## config.mk

```make
export PLATFORM = sky130hd
export DESIGN_NAME = excess3_serial_adder_flat
export DESIGN_NICKNAME = d
export VERILOG_FILES = /design/src/rtl/excess3_serial_adder_if.sv /design/src/rtl/excess3_serial_adder.sv /design/src/flat_wrapper.sv
export SDC_FILE = /design/constraint.sdc
export NUM_CORES = 1
export LEC_CHECK = 0
export ABC_CLOCK_PERIOD_IN_PS = 2900
export CAP_MARGIN = 20
export CELL_PAD_IN_SITES_DETAIL_PLACEMENT = 2
export CELL_PAD_IN_SITES_GLOBAL_PLACEMENT = 2
export CORE_UTILIZATION = 30
export CTS_BUF_LIST = sky130_fd_sc_hd__clkbuf_8
export DETAILED_ROUTE_END_ITERATION = 16
export PLACE_DENSITY = 0.9
export SYNTH_ARGS = -nofsm -noshare
export SYNTH_HDL_FRONTEND = slang
export SYNTH_SLANG_ARGS = --single-unit
```

## constraint.sdc

```tcl
create_clock -name clk -period 2.9 [get_ports clk]
set_input_delay 0.435 -clock clk [delete_from_list [all_inputs] [get_ports clk]]
set_output_delay 0.435 -clock clk [all_outputs]
set_load 0.02 [all_outputs]
```

## src/rtl/excess3_serial_adder_if.sv

```systemverilog
// Digit-pair stream in, sum-digit stream out, for the Excess-3 serial adder.
// The slave modport is the adder; the master modport is whoever feeds it
// and drains it.
interface excess3_serial_adder_if;
  logic       in_valid;
  logic       in_ready;
  logic [3:0] in_a;
  logic [3:0] in_b;
  logic       in_last;
  logic       out_valid;
  logic       out_ready;
  logic [3:0] out_digit;
  logic       out_last;
  logic       out_err;
  logic       out_trunc;

  modport slave (
    input  in_valid, in_a, in_b, in_last, out_ready,
    output in_ready, out_valid, out_digit, out_last, out_err, out_trunc
  );

  modport master (
    output in_valid, in_a, in_b, in_last, out_ready,
    input  in_ready, out_valid, out_digit, out_last, out_err, out_trunc
  );
endinterface

```

## src/rtl/excess3_serial_adder.sv

```systemverilog
// Digit-serial Excess-3 adder, least significant digit first.
// Each accepted digit pair produces one registered sum digit. An overflow on
// the last pair appends an Excess-3 "1" digit and costs one input bubble.
// Operations longer than MAX_DIGITS are cut off and flagged with out_trunc.
// Optional feature macro: XS3_ERR_CHECK_EN enables the sticky invalid-code
// flag on out_err. When it is not defined, out_err is constant 0.
module excess3_serial_adder #(
  parameter int MAX_DIGITS = 8
) (
  input  logic                  clk,
  input  logic                  rst_n,
  excess3_serial_adder_if.slave bus
);

  localparam int CNT_W = (MAX_DIGITS > 2) ? $clog2(MAX_DIGITS) : 1;
  localparam logic [CNT_W-1:0] LAST_CNT = CNT_W'(MAX_DIGITS - 1);

  typedef enum logic [1:0] {
    IDLE  = 2'd0,
    RUN   = 2'd1,
    CARRY = 2'd2
  } state_t;

  // Binary add of two Excess-3 digits plus carry, then the +3/-3 correction.
  // Returns {carry_out, corrected_digit}.
  function automatic logic [4:0] xs3_digit_add(input logic [3:0] a,
                                               input logic [3:0] b,
                                               input logic       c);
    logic [4:0] s;
    s = {1'b0, a} + {1'b0, b} + {4'b0000, c};
    if (s[4]) return {1'b1, s[3:0] + 4'd3};
    else      return {1'b0, s[3:0] - 4'd3};
  endfunction

  state_t          state_q;
  logic            carry_q;
  logic [CNT_W-1:0] count_q;
  logic            trunc_q;

  logic            vld_p1;
  logic [3:0]      digit_p1;
  logic            last_p1;
  logic            trunc_p1;
  logic            err_p1;

  logic            in_rdy;
  logic            accept;
  logic            carry_issue;
  logic [4:0]      add_res;
  logic [3:0]      sum_digit;
  logic            nxt_carry;
  logic            force_last;
  logic            is_last;
  logic            trunc_now;

  assign in_rdy      = (state_q != CARRY) && (!vld_p1 || bus.out_ready);
  assign accept      = bus.in_valid && in_rdy;
  assign carry_issue = (state_q == CARRY) && (!vld_p1 || bus.out_ready);
  assign add_res     = xs3_digit_add(bus.in_a, bus.in_b, carry_q);
  assign sum_digit   = add_res[3:0];
  assign nxt_carry   = add_res[4];
  assign force_last  = (count_q == LAST_CNT);
  assign is_last     = bus.in_last || force_last;
  assign trunc_now   = force_last && !bus.in_last;

  // Operation FSM plus the registered output stage (stage p1).
  always_ff @(posedge clk or negedge rst_n) begin
    if (!rst_n) begin
      state_q  <= IDLE;
      carry_q  <= 1'b0;
      count_q  <= '0;
      trunc_q  <= 1'b0;
      vld_p1   <= 1'b0;
      digit_p1 <= 4'd0;
      last_p1  <= 1'b0;
      trunc_p1 <= 1'b0;
    end else if (accept) begin
      vld_p1   <= 1'b1;
      digit_p1 <= sum_digit;
      last_p1  <= is_last && !nxt_carry;
      trunc_p1 <= trunc_now;
      if (is_last) begin
        count_q <= '0;
        carry_q <= 1'b0;
        if (nxt_carry) begin
          state_q <= CARRY;
          trunc_q <= trunc_now;
        end else begin
          state_q <= IDLE;
          trunc_q <= 1'b0;
        end
      end else begin
        state_q <= RUN;
        count_q <= count_q + CNT_W'(1);
        carry_q <= nxt_carry;
      end
    end else if (carry_issue) begin
      vld_p1   <= 1'b1;
      digit_p1 <= 4'b0100;
      last_p1  <= 1'b1;
      trunc_p1 <= trunc_q;
      trunc_q  <= 1'b0;
      state_q  <= IDLE;
    end else if (bus.out_ready) begin
      vld_p1 <= 1'b0;
    end
  end

`ifdef XS3_ERR_CHECK_EN
  // Codes outside 0011..1100 are not Excess-3 decimal digits.
  function automatic logic xs3_invalid(input logic [3:0] d);
    return (d <= 4'd2) || (d >= 4'd13);
  endfunction

  logic err_q;
  logic err_now;

  assign err_now = err_q || xs3_invalid(bus.in_a) || xs3_invalid(bus.in_b);

  // Sticky invalid-code flag, carried through to the overflow digit.
  always_ff @(posedge clk or negedge rst_n) begin
    if (!rst_n) begin
      err_q  <= 1'b0;
      err_p1 <= 1'b0;
    end else if (accept) begin
      err_p1 <= err_now;
      err_q  <= (is_last && !nxt_carry) ? 1'b0 : err_now;
    end else if (carry_issue) begin
      err_p1 <= err_q;
      err_q  <= 1'b0;
    end
  end
`else
  assign err_p1 = 1'b0;
`endif

  assign bus.in_ready  = in_rdy;
  assign bus.out_valid = vld_p1;
  assign bus.out_digit = digit_p1;
  assign bus.out_last  = last_p1;
  assign bus.out_err   = err_p1;
  assign bus.out_trunc = trunc_p1;

endmodule
```

## src/flat_wrapper.sv

```systemverilog
// flat-port wrapper written by rule: the top's interface ports become plain ports
module excess3_serial_adder_flat 
#(
  parameter int MAX_DIGITS = 8
)
  (clk, rst_n, bus_in_valid, bus_in_a, bus_in_b, bus_in_last, bus_out_ready, bus_in_ready, bus_out_valid, bus_out_digit, bus_out_last, bus_out_err, bus_out_trunc);
  excess3_serial_adder_if bus_i ();
  input  logic clk;
  input  logic rst_n;
  input wire logic [$bits(bus_i.in_valid)-1:0] bus_in_valid;
  input wire logic [$bits(bus_i.in_a)-1:0] bus_in_a;
  input wire logic [$bits(bus_i.in_b)-1:0] bus_in_b;
  input wire logic [$bits(bus_i.in_last)-1:0] bus_in_last;
  input wire logic [$bits(bus_i.out_ready)-1:0] bus_out_ready;
  output wire logic [$bits(bus_i.in_ready)-1:0] bus_in_ready;
  output wire logic [$bits(bus_i.out_valid)-1:0] bus_out_valid;
  output wire logic [$bits(bus_i.out_digit)-1:0] bus_out_digit;
  output wire logic [$bits(bus_i.out_last)-1:0] bus_out_last;
  output wire logic [$bits(bus_i.out_err)-1:0] bus_out_err;
  output wire logic [$bits(bus_i.out_trunc)-1:0] bus_out_trunc;
  assign bus_i.in_valid = bus_in_valid;
  assign bus_i.in_a = bus_in_a;
  assign bus_i.in_b = bus_in_b;
  assign bus_i.in_last = bus_in_last;
  assign bus_i.out_ready = bus_out_ready;
  assign bus_in_ready = bus_i.in_ready;
  assign bus_out_valid = bus_i.out_valid;
  assign bus_out_digit = bus_i.out_digit;
  assign bus_out_last = bus_i.out_last;
  assign bus_out_err = bus_i.out_err;
  assign bus_out_trunc = bus_i.out_trunc;
  excess3_serial_adder #(.MAX_DIGITS(MAX_DIGITS)) u_core (.clk(clk), .rst_n(rst_n), .bus(bus_i));
endmodule
```

==> summary.txt, run 1 <==
This memo summarizes the results of the implementation run.

Cells and area
In the final design database the tool counted 141 nets. The most common logic cells in the final layout are sky130_fd_sc_hd__clkdlybuf4s50_1, sky130_fd_sc_hd__dfrtp_1, sky130_fd_sc_hd__nand2_1. The fraction of cell area in sequential cells is reported as 29.5%.

65 cells are multi-input combinational gates. The register area is 350 um2. Ranked by total area, the top cell class in this layout is multi-input combinational cells. The number of fillers in the final layout is 318.

The number of sequential cells in the layout is 14.

Route
Per the log, the first TritonRoute iteration ended with a DRC count of 12. In the final routed layout, each cell accounts on average for 15.0 um. Per the post-route antenna check, the number of violating nets is 0.

After detailed routing, the total wire length is 2.21 mm. Per the detail_route report, DRC violations left total 0.

CTS
Per the skew report, the later register of the worst-skew pair sees a clock latency of 0.25 ns. The count of hold-fix buffers inserted at cts is 0. The clock tree from TritonCTS is built. After clock tree synthesis, the clock-pin slew on the worst setup and hold paths is 0.06 ns.

Power
Cell internal power was estimated by the tool at 0.502 mW. The worst ir drop on vdd is 0.334 mV. The sequential power share is 35.0%. The net switching power is 0.265 mW.

Worst hold path
The worst min-delay path category is flip-flop to flip-flop. Looking at the hold checks, the worst path lands on u_core.count_q[1].

Final timing
The smallest hold slack is 0.489 ns. The clock tree skew after final layout is 0.00194 ns. The headroom to the max-slew limit is 46.4%.

The end-of-flow timing check tallies setup violations at 0. Setup repair after global routing left no endpoint under its margin. Summed over all failing endpoints, the final setup total negative slack is 0 ns.

The count of final max-slew check failures is 0.

Floorplanning
The total number of tap cells is 31. After floorplanning, the core was divided into 19 placement rows.

Yosys
Multiplexer cells account for 0% of the synthesized area. Summing the areas of all and, or, nand and nor instances in the mapped netlist gives 17.0% of the synthesized area. The synthesized netlist cell count is 89. Dividing the synthesized area by the synthesized cell count gives 9.77 um2. The netlist uses 25 different library cells. Synthesis inferred 14 register bits. The cell type with the largest total area after synthesis is sky130_fd_sc_hd__dfrtp_1.

The synthesized netlist occupies a cell area of 870 um2. Sequential elements use 40.3% of the synthesized area.

GRT
The initial antenna violation count is 0. The global-route wire length before repair is 3.80 mm. The aggregate global-route resource usage is 16.0%.

Job
Across the run, the number of max-cap violations was 0.

Critical path
The worst setup path is launched from an input pin. The critical path contains buffers and inverters numbering 3 combined. The depth of the most critical reg-to-reg path is 10. The category of cells accounting for the largest share of critical-path delay is adder cells.

Outcome
The flow ran to the end, and the final reports show no timing, DRC or antenna violations.
[run 1: sequential cells by signal, indices dropped and copies added, names as in the netlist]
| register | cells |
|---|---|
| u_core.bus.out_last | 1 |
| u_core.carry_q | 1 |
| u_core.bus.out_digit | 4 |
| u_core.state_q | 2 |
| u_core.count_q | 3 |
| u_core.bus.out_valid | 1 |
| u_core.bus.out_trunc | 1 |
| u_core.trunc_q | 1 |
[run 1: synth_stat cells, drive strengths merged]
cell / count
dfrtp: 14
nand2: 13
o21ai: 9
inv: 8
ha: 7
nor2: 7
a21oi: 6
xnor2: 5
a21o: 3
fa: 3
buf: 2
nand2b: 2
nor2b: 2
o31ai: 2
a32o: 1
conb: 1
nand3b: 1
nor3b: 1
nor4: 1
or3: 1
**Run 1: sizing map**

Drawn at 8 px/um.
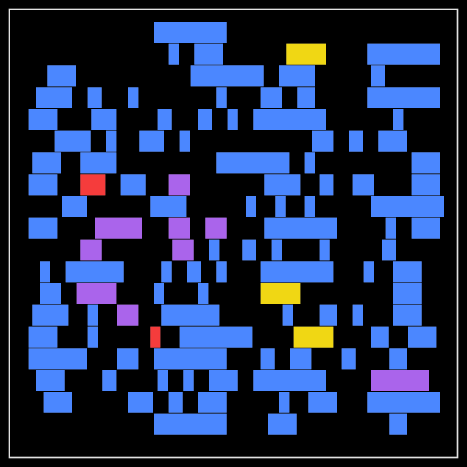
blue -> x1 and smaller  # cells 102
yellow -> x6 and larger  # cells 3
purple -> x3 and x4  # cells 9
red -> x2  # cells 2
total of plain and repair buffers excluding clock buffers: 26
setup slack after layout: 0.176 ns
cell area after layout: 0.00119 mm2
area added between synthesis and finish: 36.4%

**Run 1: wires at chosen ports, followed through buffers**

Drawn at 4 px/um.
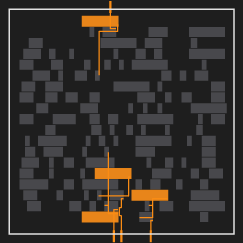
orange -> `bus_out_digit`  # bits 4, direction output, edge 3 south, 1 north, end cells 4, buffers 4, wire 86.2 um
number of top-level pins: 22
Port Buffers: 20

**Run 1: pin map**

Drawn at 8 px/um. Pins as bars across the die edge, other pins in gray.
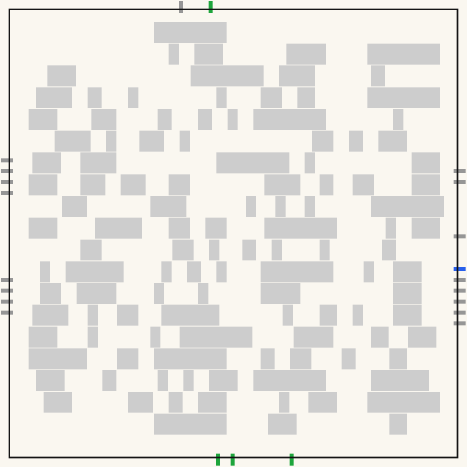
blue -> `bus_in_valid`  # pins 1, direction input, edge east
green -> `bus_out_digit`  # pins 4, direction output, edge 3 south, 1 north
all pins by edge = 9 east, 8 west, 3 south, 2 north
die y size: 55.8 um
width of the die: 55.8 um

**Run 1: logic cells by family**

Drawn at 8 px/um.
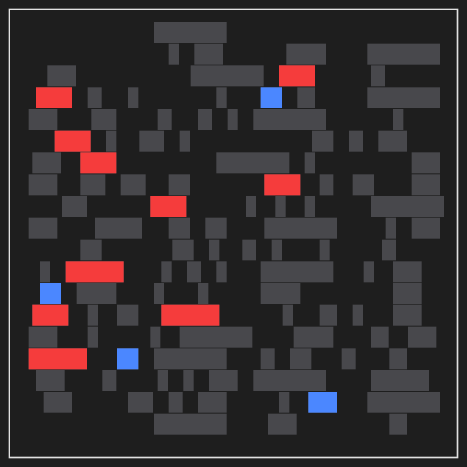
red -> fa/ha/maj cells  # cells 10
blue -> non-inverting ao/oa cells  # cells 4
Comb/total area: 40.5%
Finished Layout Cells: 147
dominant logic cell type in the layout: sky130_fd_sc_hd__clkdlybuf4s50_1

--- run 2 (diff from run 1) ---
--- a/config.mk
+++ b/config.mk
@@ -12,7 +12,10 @@
 export CORE_UTILIZATION = 30
 export CTS_BUF_LIST = sky130_fd_sc_hd__clkbuf_8
 export DETAILED_ROUTE_END_ITERATION = 16
+export MAX_ROUTING_LAYER = met4
 export PLACE_DENSITY = 0.9
+export RECOVER_POWER = 100
+export SLEW_MARGIN = 20
 export SYNTH_ARGS = -nofsm -noshare
 export SYNTH_HDL_FRONTEND = slang
 export SYNTH_SLANG_ARGS = --single-unit
==> summary.txt, run 2 <==
This memo summarizes the results of the implementation run.

Cells and area
The total of plain and repair buffers excluding clock buffers is 26 (unchanged). The growth of design area from synthesis to finish is 36.0%. The register area is 350 um2 (unchanged). Leaving out fill and tap cells, the most frequent cells in the layout are sky130_fd_sc_hd__dfrtp_1, sky130_fd_sc_hd__nand2_1, sky130_fd_sc_hd__clkdlybuf4s50_1, sky130_fd_sc_hd__dlygate4sd3_1. The final design instance area without fill is 0.00118 mm2 (-0.32%).

Critical path
The depth of the most critical reg-to-reg path came to 10 (unchanged). The combined buffer and inverter count along the critical path was 3 (unchanged).

Final timing
The number of setup violations in the final report is 0 (unchanged). The post-route setup TNS came to 0 ns (unchanged). Setup repair after global routing left no endpoint under its margin.

CTS
The count of hold-fix buffers inserted at cts came to 0 (unchanged). The post-CTS clock slew at the launch and capture registers of the worst setup and hold paths is 0.06 ns (about the same).

Yosys
The fraction of registers with async set or reset after synthesis is 100% (unchanged). The sequential element share of the synthesized area was 40.3% (unchanged). The number of distinct library cells after synthesis is 25 (unchanged).

The mean post-synth cell area is 9.77 um2 (unchanged). The synthesized netlist cell count was 89 (unchanged). The cell type with the largest total area after synthesis is sky130_fd_sc_hd__dfrtp_1.

Route
The total wire length came to 2.22 mm (+0.18%). The detailed-route DRC error count was 0 (unchanged). The number of antenna-violating nets in the routed design is 0 (unchanged).

The wire length per cell after detailed routing is 15.1 um (+0.18%).

Worst hold path
Looking at the hold checks, the worst path lands on u_core.bus.out_trunc. The path class of the tightest hold or removal check is flip-flop to flip-flop.

Floorplanning
The die outline width came to 55.8 um (unchanged). The die boundary height is 55.8 um (unchanged).

Power
The net switching power is 0.263 mW (-0.44%). The internal power is 0.488 mW (-2.8%). The worst ir drop on vdd is 0.334 mV (about the same).

Job
The number of max-capacitance violations reported came to 0 (unchanged).

Placement
The number of port buffers is 20 (unchanged).

GRT
The aggregate global-route resource usage is 16.4% (+0.40 points).

Outcome
The flow ran to the end, and the final reports show no timing, DRC or antenna violations.
run 2: netlist changes by cell type in the layout (fill, tap and decap cells not counted), sizes merged:
cell	before	now
clkdlybuf4s50	20	10
dlygate4sd3	0	10
buf	6	5
clkbuf	3	4
run 2: metal layers:
layer | global-route usage, % | up-vias | share of wire [%]
li1 | - | 348 | -
met1 | 15.5 | 354 | 38
met2 | 33.4 | 20 | 57
met3 | 2.56 | 2 | 4.1
met4 | 5.23 | 0 | 1.3
met5 | - | - | 0
run 2: cell families after synthesis:
group | synth area share, %
and+or+nand+nor | 17.0
AOI/OAI and AO/OA | 15.4
DFF | 40.3
buffers and inverters | 4.89
adders and majority gates | 17.0
xor gates and xnor gates | 5.04
other | 0.431
**Run 2: wires at chosen ports, followed through buffers**

Drawn at 4 px/um.
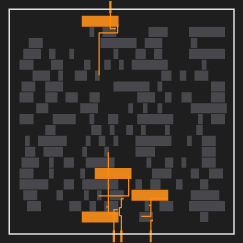
orange -> `bus_out_digit`  # bits 4, direction output, edge 3 south, 1 north, end cells 4, buffers 4, wire 84.5 um

**Run 2: placement view**

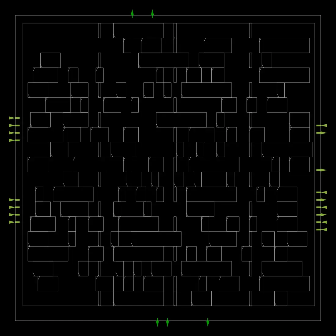
sequential portion of the cell area: 29.6%
filler cell count: 320
number of tap instances: 31
FF+latch count: 14
share of the core filled with cells in the final layout: 42.9%

Power figures rest on the tool's default switching activity, not on a simulated workload.
